**src/rtl/div_pkg.sv**
```systemverilog
// Shared definitions for the sequential 8/4 restoring divider:
// state encoding, default operand widths and the iteration-count width.
package div_pkg;

  localparam int DW_DEF = 8;
  localparam int VW_DEF = 4;
  localparam int CW     = $clog2(DW_DEF + 1);

  localparam logic [1:0] ST_IDLE = 2'd0;
  localparam logic [1:0] ST_CALC = 2'd1;
  localparam logic [1:0] ST_DONE = 2'd2;

  typedef enum logic [1:0] {
    IDLE = ST_IDLE,
    CALC = ST_CALC,
    DONE = ST_DONE
  } state_t;

endpackage

```
**src/rtl/div8x4_seq_lzc8.sv**
```systemverilog
// lzc8: combinational leading-zero counter. An all-zero input returns DW.
// Only instantiated by div8x4_seq when DIV_EARLY_TERM_EN is defined.
module lzc8
  import div_pkg::*;
#(
  parameter int DW     = DW_DEF,
  parameter int CW_OUT = CW
) (
  input  logic [DW-1:0]     din,
  output logic [CW_OUT-1:0] lz
);

  logic found;

  // Scan from the MSB; the first set bit fixes the count.
  always_comb begin
    lz    = CW_OUT'(DW);
    found = 1'b0;
    for (int i = DW - 1; i >= 0; i--) begin
      if (!found && din[i]) begin
        lz    = CW_OUT'(DW - 1 - i);
        found = 1'b1;
      end
    end
  end

endmodule

```
**src/rtl/div8x4_seq.sv**
```systemverilog
// div8x4_seq: sequential restoring divider, one quotient bit per clock,
// valid/ready handshakes on both operand and result sides.
// Optional build macro: DIV_EARLY_TERM_EN skips the dividend's leading zeros
// (latency DW-lz) and short-cuts a zero dividend; results are unchanged.
module div8x4_seq
  import div_pkg::*;
#(
  parameter int DW = DW_DEF,
  parameter int VW = VW_DEF
) (
  input  logic          clk,
  input  logic          rst_n,
  input  logic          in_valid,
  output logic          in_ready,
  input  logic [DW-1:0] dividend,
  input  logic [VW-1:0] divisor,
  output logic          out_valid,
  input  logic          out_ready,
  output logic [DW-1:0] quotient,
  output logic [VW-1:0] remainder,
  output logic          div_zero
);

  localparam int CNT_W = $clog2(DW + 1);

  state_t          state;
  logic [DW-1:0]   q_r;
  // The partial remainder is architecturally VW+1 bits, but after each
  // restoring step it is below the divisor, so its top bit is always zero
  // and only the low VW bits need storage.
  logic [VW-1:0]   rem_r;
  logic [VW-1:0]   dsr_r;
  logic [CNT_W-1:0] count;

  logic [VW:0]     trial;
  logic [VW:0]     diff;
  logic            qbit;
  logic [VW-1:0]   rem_nxt;
  logic [DW-1:0]   q_nxt;

  logic [DW-1:0]    load_q;
  logic [CNT_W-1:0] load_cnt;
  logic             zero_dvd;

  // One restoring step: shift in the next dividend bit, subtract if it fits.
  always_comb begin
    trial   = {rem_r, q_r[DW-1]};
    diff    = trial - {1'b0, dsr_r};
    qbit    = (trial >= {1'b0, dsr_r});
    rem_nxt = qbit ? diff[VW-1:0] : trial[VW-1:0];
    q_nxt   = {q_r[DW-2:0], qbit};
  end

`ifdef DIV_EARLY_TERM_EN
  logic [CNT_W-1:0] lz;

  lzc8 #(
    .DW     (DW),
    .CW_OUT (CNT_W)
  ) u_lzc (
    .din (dividend),
    .lz  (lz)
  );

  // Leading zeros of the dividend contribute only zero quotient bits and
  // leave the remainder at zero, so they are skipped at load time.
  always_comb begin
    load_q   = dividend << lz;
    load_cnt = CNT_W'(DW) - lz;
    zero_dvd = (dividend == '0);
  end
`else
  // Full-length iteration: every dividend bit takes one cycle.
  always_comb begin
    load_q   = dividend;
    load_cnt = CNT_W'(DW);
    zero_dvd = 1'b0;
  end
`endif

  // Control FSM and datapath registers, with registered handshake outputs.
  always_ff @(posedge clk or negedge rst_n) begin
    if (!rst_n) begin
      state     <= IDLE;
      in_ready  <= 1'b1;
      out_valid <= 1'b0;
      quotient  <= '0;
      remainder <= '0;
      div_zero  <= 1'b0;
      q_r       <= '0;
      rem_r     <= '0;
      dsr_r     <= '0;
      count     <= '0;
    end else begin
      unique case (state)
        IDLE: begin
          if (in_valid && in_ready) begin
            dsr_r    <= divisor;
            rem_r    <= '0;
            q_r      <= load_q;
            count    <= load_cnt;
            in_ready <= 1'b0;
            // Direct-result paths enter DONE with out_valid low; it rises on
            // the following edge, giving them a one-cycle latency.
            if (divisor == '0) begin
              state     <= DONE;
              quotient  <= '1;
              remainder <= '0;
              div_zero  <= 1'b1;
            end else if (zero_dvd) begin
              state     <= DONE;
              quotient  <= '0;
              remainder <= '0;
              div_zero  <= 1'b0;
            end else begin
              state <= CALC;
            end
          end
        end
        CALC: begin
          rem_r <= rem_nxt;
          q_r   <= q_nxt;
          count <= count - CNT_W'(1);
          if (count == CNT_W'(1)) begin
            state     <= DONE;
            out_valid <= 1'b1;
            quotient  <= q_nxt;
            remainder <= rem_nxt;
            div_zero  <= 1'b0;
          end
        end
        DONE: begin
          if (!out_valid) begin
            out_valid <= 1'b1;
          end else if (out_ready) begin
            state     <= IDLE;
            out_valid <= 1'b0;
            in_ready  <= 1'b1;
          end
        end
        default: begin
          state     <= IDLE;
          in_ready  <= 1'b1;
          out_valid <= 1'b0;
        end
      endcase
    end
  end

endmodule

```
**config.mk**
```make
export PLATFORM = sky130hd
export DESIGN_NAME = div8x4_seq
export DESIGN_NICKNAME = d
export VERILOG_FILES = /design/src/rtl/div_pkg.sv /design/src/rtl/div8x4_seq_lzc8.sv /design/src/rtl/div8x4_seq.sv
export SDC_FILE = /design/constraint.sdc
export NUM_CORES = 1
export LEC_CHECK = 0
export CAP_MARGIN = 40
export CELL_PAD_IN_SITES_DETAIL_PLACEMENT = 0
export CELL_PAD_IN_SITES_GLOBAL_PLACEMENT = 1
export CORE_MARGIN = 2
export CORE_UTILIZATION = 41
export DETAILED_ROUTE_END_ITERATION = 16
export GPL_TIMING_DRIVEN = 0
export HOLD_SLACK_MARGIN = 0.06
export PLACE_DENSITY_LB_ADDON = 0.1
export SLEW_MARGIN = 20
export SYNTH_ARGS = -nofsm -noshare
export SYNTH_HDL_FRONTEND = slang
export SYNTH_SLANG_ARGS = --single-unit
```
**constraint.sdc**
```tcl
create_clock -name clk -period 2.35 [get_ports clk]
set_input_delay 0.47 -clock clk [delete_from_list [all_inputs] [get_ports clk]]
set_output_delay 0.47 -clock clk [all_outputs]
set_load 0.02 [all_outputs]
```
clock_map.png
Drawn at 6 px/um.
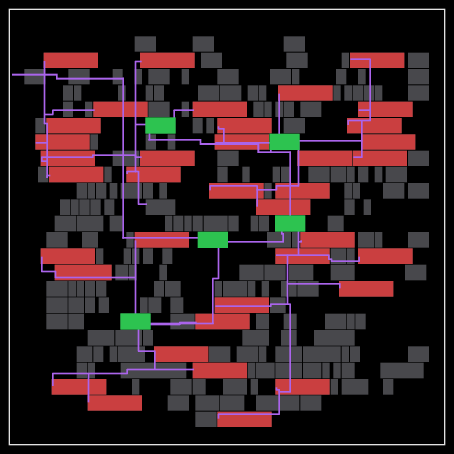
[cells driving clock nets] green | count: 5
[clock wires] purple | length: 495 um
[flip-flops] red | count: 37
flops lie: widely spread
routed clock nets: 6

port_nets.png
Drawn at 6 px/um.
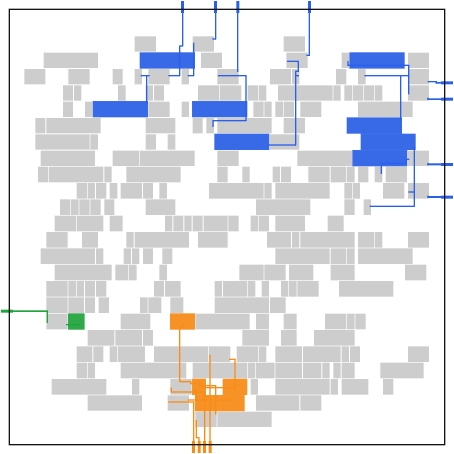
| port | color | bits | direction | edge | end cells | wire |
|---|---|---|---|---|---|---|
| divisor | orange | 4 | input | bottom | 5 | 84.2 um |
| quotient | blue | 8 | output | 4 right, 4 top | 8 | 153 um |
| out_ready | green | 1 | input | left | 1 | 9.90 um |

met3.png
Drawn at 4 px/um. Cells faint in the background.
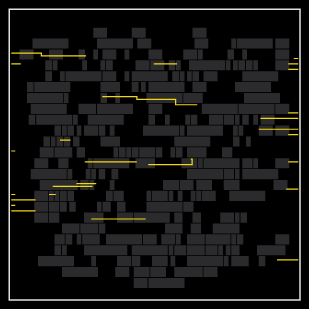
share of all routed wire: 3.9%
wire length on this layer: 160 um
longest straight run: 13.3 um

==> impl_metrics.ini <==
; physical design summary
[run_status]
status = complete, no violations

[final_layout]
num-nets-final = 260
seq-cell-share_pct = 38.26
diodes = 0
fill_cells = 377
drive_gt1_share_pct = 12.34
layout.area.top_class = sequential cells
final-clk-cell-share_pct = 4.956

[routing]
wire_per_inst_um = 14.42
firstDrtPassIters = 4
vias = 1479
vias_per_cell = 5.153
postRouteAntennaNets = 0

[logic_synthesis]
aoi_share_pct = 14.32
netlist_logic_family_top = simple AND/OR/NAND/NOR gates
synthArstFlopShare_pct = 100.0
yosys.cell_types.count = 35
flop_cell = dfrtp_1
ys_seq_share_pct = 48.46
simple_gate_share_pct = 15.17
top_area_cell = dfrtp_1
synth-adder-area-share_pct = 6.933

[setup_path]
slowest_delay_ns = 0.41
r2r_setup_slack_ns = 0.26
required_ns = 2.56
critPathMaxFanout = 4
cp-end-kind = flop
cp.arrival_ns = 2.30

[timing]
fin_crit_sh_pct = 88.99
layout_setup_ws_ns = 0.2588
max_freq_ghz = 0.4782
hold_violations = 0

[worst_hold_path]
hold_class = flop to flop
hold_path_depth = 2

[floorplanning]
boundaryPins = 31
num_rows = 24
initial_utilization_pct = 43.34
chipArea_mm2 = 0.005229

[pwr]
power_frac_comb_pct = 53.2

[clock_tree]
htree_levels = 2
clk_path_buf_depth = 2
cts-resized-gates = 0
clock-sinks = 37
hold_buffers = 1

[global_route]
grt_antenna_before_repair = 0
grt_overflow = 0
track_usage_pct = 18.41

[place]
portBuffers = 30
final_clocks.png
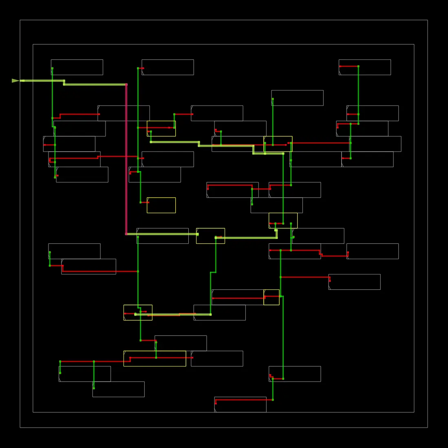
Clock Buffer Count: 6
FFs & Latches: 37

cell_classes.png
Drawn at 4 px/um.
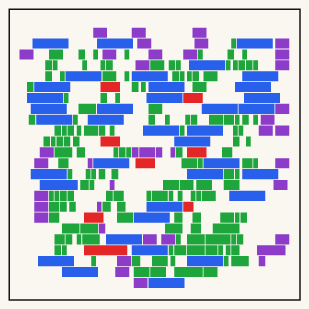
| class | color | cells | share of their area |
|---|---|---|---|
| other buffers and delay cells | purple | 40 | 16% |
| flip-flops | blue | 37 | 39% |
| all other logic | green | 150 | 40% |
| clock drivers and dummy loads | red | 8 | 5.1% |

-- cells in the mapped netlist (3+ instances only) --
cell type / instances
o31ai_1: 5
inv_1: 10
mux2_2: 9
a21oi_1: 14
clkbuf_1: 4
dfrtp_1: 36
buf_2: 3
nand2_1: 24
nor2_1: 25
ha_1: 9
nand2b_1: 3
nand3_1: 3
o21ai_0: 17
mux2i_1: 10
nor3_1: 3
-- critical path: cells and delay by family, from the launching register on --
family	cells	cell delay (ns)
multiplexers	1	0.38
adder cells (fa/ha/maj)	1	0.37
flip-flops	1	0.41
AND-OR/OR-AND	4	0.85
-- sequential cells by signal, summed over array words and instances, names as in the netlist --
name       count
q_r            8
rem_r          4
quotient       8
div_zero       1
state          2
count          4
out_valid      1
in_ready       1
dsr_r          4
remainder      4
-- per-layer routing --
layer,GRT usage [%],up-vias,part of all wire [%],routed length [um]
met5,0,-,0,0
met4,6.289,0,0.63,26
met3,5.000,2,3.9,160
met2,28.75,34,47,1950
met1,24.80,694,48,2001
li1,-,749,-,-
-- cell usage in the layout (no fill, tap or decap), types with 3 or more instances in the layout --
cell	instances
dfrtp_1	36
clkdlybuf4s50_1	29
nor2_1	25
nand2_1	24
o21ai_0	17
a21oi_1	14
inv_1	10
mux2i_1	10
mux2_2	9
ha_1	9
clkbuf_8	6
o31ai_1	5
clkbuf_1	4
buf_2	4
nand2b_1	3
nand3_1	3
nor3_1	3
-- power groups by stage --
stage | Combinational [uW] | Clock [uW] | Sequential, uW
final | 1980 | 578 | 1160
after global routing | 2220 | 627 | 1210
after CTS | 2000 | 588 | 1170
after detailed placement | 1990 | 0 | 1180
after global placement | 1930 | 0 | 1160
after floorplan | 1260 | 0 | 1270
Power figures rest on the tool's default switching activity, not on a simulated workload.
